==> src/rtl/mc_ctrl.sv <==
// Multi-cycle MIPS-subset control FSM: FETCH/DECODE/EXEC/MEM/WB with combinational controls.
// Optional performance counters are built only when PERF_CNT_EN is defined.
module mc_ctrl #(
  parameter int MEM_LAT = 1
) (
  input  logic       clk,
  input  logic       reset,
  input  logic [5:0] op,
  input  logic [5:0] funct,
  input  logic       zero,
  output logic       pc_we,
  output logic       ir_we,
  output logic       reg_we,
  output logic       mem_we,
  output logic [1:0] pc_src,
  output logic [1:0] reg_dst,
  output logic [1:0] wd_sel,
  output logic       alu_src,
  output logic       ext_op,
  output logic [1:0] alu_op,
  output logic [2:0] state,
  output logic       illegal
`ifdef PERF_CNT_EN
  ,
  output logic [31:0] cycle_cnt,
  output logic [31:0] instr_cnt
`endif
);

  typedef enum logic [2:0] {
    S_FETCH  = 3'd0,
    S_DECODE = 3'd1,
    S_EXEC   = 3'd2,
    S_MEM    = 3'd3,
    S_WB     = 3'd4
  } state_t;

  localparam logic [2:0] MEM_LAST = 3'(MEM_LAT - 1);

  state_t     r_state, w_next;
  logic [2:0] r_mem_cnt, w_mem_cnt_nxt;

  logic w_rtype, w_addu, w_subu, w_jr, w_nop, w_ori, w_lw, w_sw, w_beq, w_lui, w_j, w_jal;
  logic w_supported;

  assign w_rtype = (op == 6'h00);
  assign w_addu  = w_rtype && (funct == 6'h21);
  assign w_subu  = w_rtype && (funct == 6'h23);
  assign w_jr    = w_rtype && (funct == 6'h08);
  assign w_nop   = w_rtype && (funct == 6'h00);
  assign w_ori   = (op == 6'h0D);
  assign w_lw    = (op == 6'h23);
  assign w_sw    = (op == 6'h2B);
  assign w_beq   = (op == 6'h04);
  assign w_lui   = (op == 6'h0F);
  assign w_j     = (op == 6'h02);
  assign w_jal   = (op == 6'h03);
  assign w_supported = w_addu | w_subu | w_jr | w_nop | w_ori | w_lw | w_sw |
                       w_beq | w_lui | w_j | w_jal;

  always_ff @(posedge clk or negedge reset) begin
    if (!reset) begin
      r_state   <= S_FETCH;
      r_mem_cnt <= 3'd0;
    end else begin
      r_state   <= w_next;
      r_mem_cnt <= w_mem_cnt_nxt;
    end
  end

  always_comb begin
    w_next        = S_FETCH;
    w_mem_cnt_nxt = 3'd0;
    pc_we   = 1'b0;
    ir_we   = 1'b0;
    reg_we  = 1'b0;
    mem_we  = 1'b0;
    pc_src  = 2'd0;
    reg_dst = 2'd0;
    wd_sel  = 2'd0;
    alu_src = 1'b0;
    ext_op  = 1'b0;
    alu_op  = 2'd0;
    illegal = 1'b0;
    case (r_state)
      S_FETCH: begin
        ir_we  = 1'b1;
        pc_we  = 1'b1;
        w_next = S_DECODE;
      end
      S_DECODE: begin
        if (w_j || w_jal) begin
          pc_we  = 1'b1;
          pc_src = 2'd2;
          if (w_jal) begin
            reg_we  = 1'b1;
            reg_dst = 2'd2;
            wd_sel  = 2'd2;
          end
        end else if (w_jr) begin
          pc_we  = 1'b1;
          pc_src = 2'd3;
        end else if (w_nop) begin
          w_next = S_FETCH;
        end else if (!w_supported) begin
          illegal = 1'b1;
        end else begin
          w_next = S_EXEC;
        end
      end
      S_EXEC: begin
        if (w_subu || w_beq) alu_op = 2'd1;
        else if (w_ori)      alu_op = 2'd2;
        else if (w_lui)      alu_op = 2'd3;
        alu_src = w_ori | w_lui | w_lw | w_sw;
        ext_op  = w_lw | w_sw;
        if (w_beq) begin
          pc_we  = zero;
          pc_src = 2'd1;
        end else if (w_lw || w_sw) begin
          w_next = S_MEM;
        end else begin
          w_next = S_WB;
        end
      end
      S_MEM: begin
        // Counter runs 0..MEM_LAT-1; the store strobe lands on the final count only.
        if (r_mem_cnt == MEM_LAST) begin
          mem_we = w_sw;
          w_next = w_lw ? S_WB : S_FETCH;
        end else begin
          w_next        = S_MEM;
          w_mem_cnt_nxt = r_mem_cnt + 3'd1;
        end
      end
      S_WB: begin
        reg_we  = 1'b1;
        reg_dst = w_rtype ? 2'd1 : 2'd0;
        wd_sel  = w_lw ? 2'd1 : 2'd0;
      end
      default: w_next = S_FETCH;
    endcase
    // FETCH outputs are state-only, so reset must explicitly mask them.
    if (!reset) begin
      pc_we   = 1'b0;
      ir_we   = 1'b0;
      reg_we  = 1'b0;
      mem_we  = 1'b0;
      illegal = 1'b0;
    end
  end

  assign state = r_state;

`ifdef PERF_CNT_EN
  logic [31:0] r_cycle_cnt, r_instr_cnt;
  logic        w_retire;

  assign w_retire = (r_state inside {S_DECODE, S_EXEC, S_MEM, S_WB}) &&
                    (w_next == S_FETCH) && !illegal;

  always_ff @(posedge clk or negedge reset) begin
    if (!reset) begin
      r_cycle_cnt <= 32'd0;
      r_instr_cnt <= 32'd0;
    end else begin
      r_cycle_cnt <= r_cycle_cnt + 32'd1;
      if (w_retire) r_instr_cnt <= r_instr_cnt + 32'd1;
    end
  end

  assign cycle_cnt = r_cycle_cnt;
  assign instr_cnt = r_instr_cnt;
`endif

endmodule

==> config.mk <==
export PLATFORM = sky130hd
export DESIGN_NAME = mc_ctrl
export DESIGN_NICKNAME = d
export VERILOG_FILES = /design/src/rtl/mc_ctrl.sv
export SDC_FILE = /design/constraint.sdc
export NUM_CORES = 1
export LEC_CHECK = 0
export CAP_MARGIN = 20
export CORE_MARGIN = 1
export CORE_UTILIZATION = 40
export CTS_BUF_LIST = sky130_fd_sc_hd__clkbuf_8 sky130_fd_sc_hd__clkbuf_16
export DETAILED_ROUTE_END_ITERATION = 8
export HOLD_SLACK_MARGIN = 0.12
export PLACE_DENSITY = 0.88
export SYNTH_ARGS = -nofsm -noshare
export SYNTH_HDL_FRONTEND = slang
export SYNTH_SLANG_ARGS = --single-unit
==> constraint.sdc <==
create_clock -name clk -period 2.3 [get_ports clk]
set_clock_uncertainty 0.05 [all_clocks]
set_input_delay 0.23 -clock clk [delete_from_list [all_inputs] [get_ports clk]]
set_output_delay 0.23 -clock clk [all_outputs]
set_load 0.005 [all_outputs]
Figure 1. Signal wires on met3 (run 1).
Drawn at 6 px/micron.
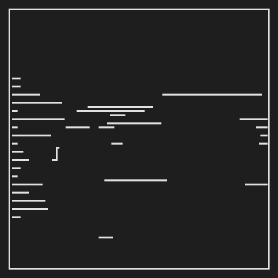
nets with wire on the layer: 31
main direction: horizontal
routed vias: 801
global-route track usage on met3: 5.106%
Final Routed Wirelength: 2030 microns

Figure 2. Drive-strength map (run 1).
Drawn at 12 px/micron.
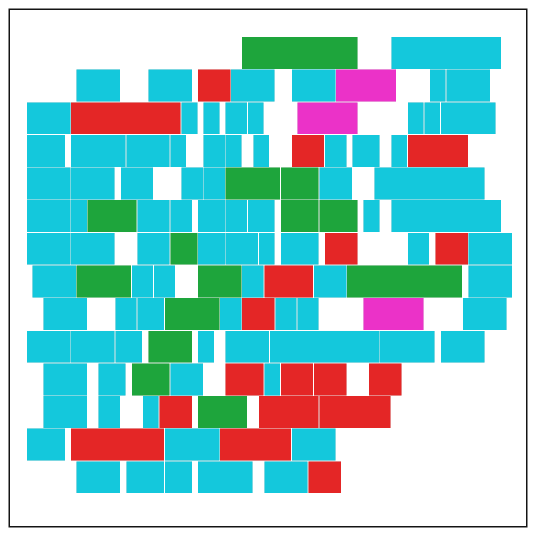
legend:
  drive 1 or less:
    color: cyan
    cells: 86
    most_used: clkdlybuf4s50_1
  drive 3 to 4:
    color: red
    cells: 18
    most_used: buf_4
  drive 6 and up:
    color: magenta
    cells: 3
    most_used: clkbuf_8
  drive 2:
    color: green
    cells: 14

Figure 3. M2 wires (run 1).
Drawn at 6 px/micron. Cells faint in the background.
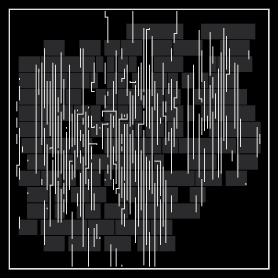
nets with wire on the layer: 129
main direction: vertical

==> notes.md, run 1 <==
Physical design

The flow ran to the end, and the final reports show no timing, DRC or antenna violations. The completed layout was analyzed and its total power is 0.5290 mW. The cell count in the Yosys report stands at 80. STA classifies the critical path endpoint as an output port. The share of final-layout standard cells stronger than drive strength 1 stands at 28.93%.

Note that the worst hold path type here is in2async. The total placed instance area stands at 0.001037 sq mm. The most numerous cell type found on the critical path is clkdlybuf4s50_1. The adder-cell area share of the yosys netlist stands at 3.717%. The maximum fanout along the worst path stands at 2. Among logic cells in the layout, the one with the most instances is clkdlybuf4s50_1.

For the clock group, total power comes out at 0.155 mW. In this run, the synthesized area fraction spent on and/or/nand/nor cells is recorded as 48.14%. The largest part of the power goes to combinational cells. The multi-input combinational cell count stands at 65. The data arrival time at the worst-slack endpoint stands at 1.96 ns.

Per the post-synthesis stats, the area per cell is 8.414 sq um. Per the post-synthesis report, the number of cells in the design is 80. The distinct cell type count of the synthesized netlist stands at 40. The met2 global-route usage stands at 38.48%.

Per the slew report, the remaining headroom to the max-slew limit stands at 77.56%. The slew at the pin closest to its max-slew limit stands at 0.3365 ns. The number of inserted diodes stands at 0. Entering global routing, the biggest net connects 9 pins. The area of the core stands at 0.001541 sq mm. The share of the yosys chip area belonging to registers stands at 22.30%. Summing the areas of all xor and xnor instances in the mapped netlist gives 0% of the synthesized area. The clock buffer count stands at 3. Looking at the global route congestion table, the highest-usage layer is met2. The fmax stands at 445.8 MHz. The report counts max-capacitance violations totalling 0. The combinational fraction of design power stands at 44.1%.

The number of antenna violations at the first check in global routing is 0. For reference, the critical path is launched at funct[4]. The top cell type by area accounts for 22.30% of the synthesized area.

The buffer count excluding the clock tree in the final layout stands at 42. After detailed routing, the met3 layer carries 140 microns of wire. Global routing used 21.99% of the available tracks. In this run the critical register-to-register path is captured at state[0]. The cell count along the critical path stands at 6. The share of async-settable or async-resettable flops after synthesis stands at 100.0%. The clock drives 6 sinks. The number of pins exceeding their max-slew limit in the final report stands at 0.

The final setup TNS stands at 0 ns. The number of placement rows stands at 14. The final weighted congestion recorded by global placement is 0.8685. The worst path meets setup with 0.05667 ns of slack.

In the layout the commonest cells are clkdlybuf4s50_1 (25), buf_4 (10), nor2_1 (6), nor3_1 (6). The routed design uses 1093 microns of met2 wire. The die span in y stands at 43.02 microns. The share of final layout cell area taken by clock buffers and inverters stands at 3.630%. Of all cell types, the one taking the most synthesized area is dfrtp_1. The design received a total of 16 well taps at floorplan.

The power consumed by sequential cells stands at 0.140 mW. The count of inverters not on the clock network in the layout stands at 5. Port buffering added 32 buffers.

The timing report gives the worst reg2reg path a setup slack of 0.88 ns. The count of non-filler cells in the finished layout stands at 137. The standby leakage power stands at 0.5025 nW. The internal portion of the total power is 0.3650 mW. After clock tree synthesis, the repair step resized 4 gates. From left edge to right edge, the die measures 43.02 microns. The delay of the slowest cell on the worst path stands at 0.50 ns. Per the synth log, the flip-flop and latch total comes to 6. The growth of design area from synthesis to finish stands at 68.96%. According to the finish report, the design has a final net count of 140. The flow reports power dissipated in combinational cells as 0.233 mW. The count of synthesis-stage warnings from yosys stands at 0. The number of nets with antenna violations after routing stands at 0. The switching power stands at 0.1639 mW. In the final layout, the fill cell count is 106. In this run the critical path is formed by clkdlybuf4s50_1 -> nor4_2 -> nand4_1 -> a21boi_2 -> a21o_1 -> clkdlybuf4s50_1. The required time at the worst-slack endpoint stands at 2.02 ns. Looking at the cell usage after synthesis, the top flip-flop cell is dfrtp_1. The timing report gives the clock slew at the launch and capture registers of the worst setup and hold paths as 0.04 ns. The share of total power dissipated in the clock network is 29.3%.

The post-DP HPWL stands at 1529 microns. The clock period could shrink to 2.243 ns. The synthesized netlist has a Yosys-reported chip area of 673.1 sq um.

STA classifies the critical path startpoint as an input pin. The share of total power dissipated in sequential elements is 26.5%. The top-level I/O count stands at 33.

The logic area stands at 506.7 sq um. The critical path is of the in2out type. The fraction of standard cell area that is sequential stands at 13.42%. By area, the combinational part of the netlist is dominated by simple AND/OR/NAND/NOR gates. For this run, the share of the core covered by cells in the final layout is 73.78%.

Global routing consumed, on the met1 layer, 25.91% of the routing resources. The routed wirelength on the met1 layer is recorded as 773 microns. The worst register-to-register path begins at state[1]. The number of cells in the design after placement stands at 133. The buffer-and-inverter tally for the worst setup path stands at 2. The area of all sequential standard cells stands at 152.6 sq um. The number of nets at floorplan stands at 97. In this run the top signal layer used is met4. Final hold analysis gives a worst-case slack of 0.2108 ns. The area of all placed cells without fillers stands at 0.001137 sq mm. The fraction of synthesized area in multiplexers stands at 1.487%.

The hold violation count in the final report stands at 0. In the post-synthesis netlist, the biggest area contributors are dfrtp_1 (22%), nand4_1 (4.6%), nor3_1 (4.5%). In this run the worst setup path terminates at pc_we. The logic share of the area stands at 44.55%. The largest individual stage delay along the critical path comes from the cell clkdlybuf4s50_1. Grouping stages by cell kind, the critical path spends the most delay in buffers and inverters. Per the detail_route report, DRC violations left total 0. The post-cts hold-fix buffer tally stands at 0.

The length of the first detailed-routing pass in iterations stands at 4. After clock tree synthesis, the setup repair step added 0 buffers. The mapped netlist covers 673.1 sq um. The number of sequential cells reported for the layout is 6. The total power density per cell area stands at 465.1 mW/mm^2.

The maximum clock path buffer count stands at 2. The commonest cells after synthesis are dfrtp_1 (6), nor2_1 (6), nor3_1 (6). The worst ir drop on vdd stands at 0.0002216 V. The global route stage reports its total congestion overflow as 0. The area of the die stands at 0.001851 sq mm. In this run, synthesis inferred 0 flip-flops with an integrated enable. TritonCTS built the clock tree. The first global-routing pass estimated 3091 microns of wire. The OpenROAD warning count stands at 27. Summing the areas of all compound-gate instances in the mapped netlist gives 15.06% of the synthesized area. By area, logic gates come first. The clock buffer count from CTS stands at 3. The number of global-route vias before repair came to 718.
==> inputs of run 2 (changes only) <==
--- a/config.mk
+++ b/config.mk
@@ -9,9 +9,11 @@
 export CORE_MARGIN = 1
 export CORE_UTILIZATION = 40
 export CTS_BUF_LIST = sky130_fd_sc_hd__clkbuf_8 sky130_fd_sc_hd__clkbuf_16
+export CTS_CLUSTER_DIAMETER = 120
 export DETAILED_ROUTE_END_ITERATION = 8
 export HOLD_SLACK_MARGIN = 0.12
 export PLACE_DENSITY = 0.88
+export SETUP_SLACK_MARGIN = 0.05
 export SYNTH_ARGS = -nofsm -noshare
 export SYNTH_HDL_FRONTEND = slang
 export SYNTH_SLANG_ARGS = --single-unit
Figure 4. M2 wires (run 2).
Drawn at 6 px/micron. Cells faint in the background.
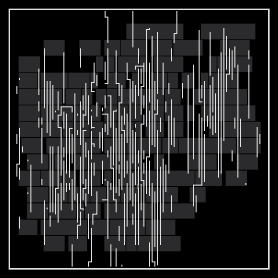
longest straight run: 22.4 microns
share of all routed wire: 53%
wire length on this layer: 1070 microns
routed vias: 796
Final Routed Wirelength: 2001 microns
routing usage on met2: 38.48%

==> notes.md, run 2 <==
Physical design

The final total power is 0.5307 mW (+0.33%). The length of the first detailed-routing pass in iterations stands at 4 (unchanged). The final-layout worst hold slack is 0.2055 ns (-0.005218 ns). The slack of the worst reg-to-reg path came to 0.88 ns (about the same). The combined area of all synthesized cells stands at 673.1 sq um (unchanged).

Per STA, the endpoint of the critical path is pc_we. The share of power burned in registers stands at 26.6% (about the same). The timing report shows the most common cell along the critical path to be clkdlybuf4s50_1.

The maximum fanout along the worst path came to 2 (unchanged). The distinct cell type count of the synthesized netlist came to 40 (unchanged). The power consumed by sequential cells stands at 0.141 mW (about the same). The count of flip-flops with a built-in enable after synthesis stands at 0 (unchanged). The area of the die stands at 0.001851 sq mm (unchanged). The count of fill cells added during filler insertion stands at 104 (-1.9%). The mean area per synthesized cell stands at 8.414 sq um (unchanged). The worst ir drop on vdd stands at 0.0002142 V (-3.3%). The kind of cell with the highest combined delay along the critical path is buffers and inverters. The final core area utilization stands at 73.62% (-0.16 points). Looking at the area split, the leading class of cells is logic gates. The global router reports that the layer with the highest usage is met2.

The fraction of synthesized area in multiplexers stands at 1.487% (unchanged). The OpenROAD warning count stands at 29 (+7.4%). The post-DP HPWL stands at 1529 microns (unchanged). The count of non-filler cells in the finished layout was 137 (unchanged). The number of standard cells after synthesis stands at 80 (unchanged). The area of all sequential standard cells was 152.6 sq um (unchanged). The multi-input combinational cell count stands at 65 (unchanged). The number of cells in the design after placement stands at 133 (unchanged).

The tally of max-capacitance violations came to 0 (unchanged). The post-layout net count was 140 (unchanged). The flow ran to the end, and the final reports show no timing, DRC or antenna violations. Grouping non-sequential cells by family puts the most area in simple AND/OR/NAND/NOR gates. Sorting the Yosys area breakdown by cell type puts at the top dfrtp_1. The global placer's final weighted congestion stands at 0.8685 (unchanged).

The clock share of power is 29.2% (about the same). The area fraction in xor and xnor cells stands at 0% (unchanged). The standby leakage power was 0.5043 nW (+0.35%). The share of the yosys chip area belonging to registers is 22.30% (unchanged).

The fmax stands at 452.3 MHz (+1.5%). The final worst setup slack stands at 0.08885 ns (+0.03218 ns). The cell count along the critical path stands at 6 (unchanged). The buffer count excluding the clock tree in the final layout stands at 42 (unchanged). The total placed instance area stands at 0.001037 sq mm (unchanged). The number of pins exceeding their max-slew limit in the final report was 0 (unchanged).

The clock buffer count from CTS stands at 3 (unchanged). The power in the clock group stands at 0.155 mW (about the same). For reference, the top cells by area after synthesis are dfrtp_1 (22%), nand4_1 (4.6%), nor3_1 (4.5%).

The logic area was 508.0 sq um (+0.25%). The buffer-and-inverter tally for the worst setup path stands at 2 (unchanged). Per the timing report, the most critical flop-to-flop path originates at state[1]. The inserted tap cell count was 16 (unchanged). The met1 usage in global routing stands at 26.17% (+0.26 points). The hold violation count in the final report stands at 0 (unchanged).

The top cell type's share of synthesized area stands at 22.30% (unchanged). Per the synth stats, the flop cell with the highest instance count is dfrtp_1. The worst setup path is launched from an input pin. The switching power stands at 0.1661 mW (+1.3%). The biggest slice of the total power is consumed by combinational cells. The first-pass GRT wire length was 3125 microns (+1.1%). The final setup TNS stands at 0 ns (unchanged).

The pin count of the biggest net entering global routing stands at 9 (unchanged). The fraction of standard cell area that is sequential is 13.45% (+0.030 points). The critical path starts at funct[4]. The wire length on met1 is 755 microns (-2.3%).
Power and IR drop assume default switching activity.
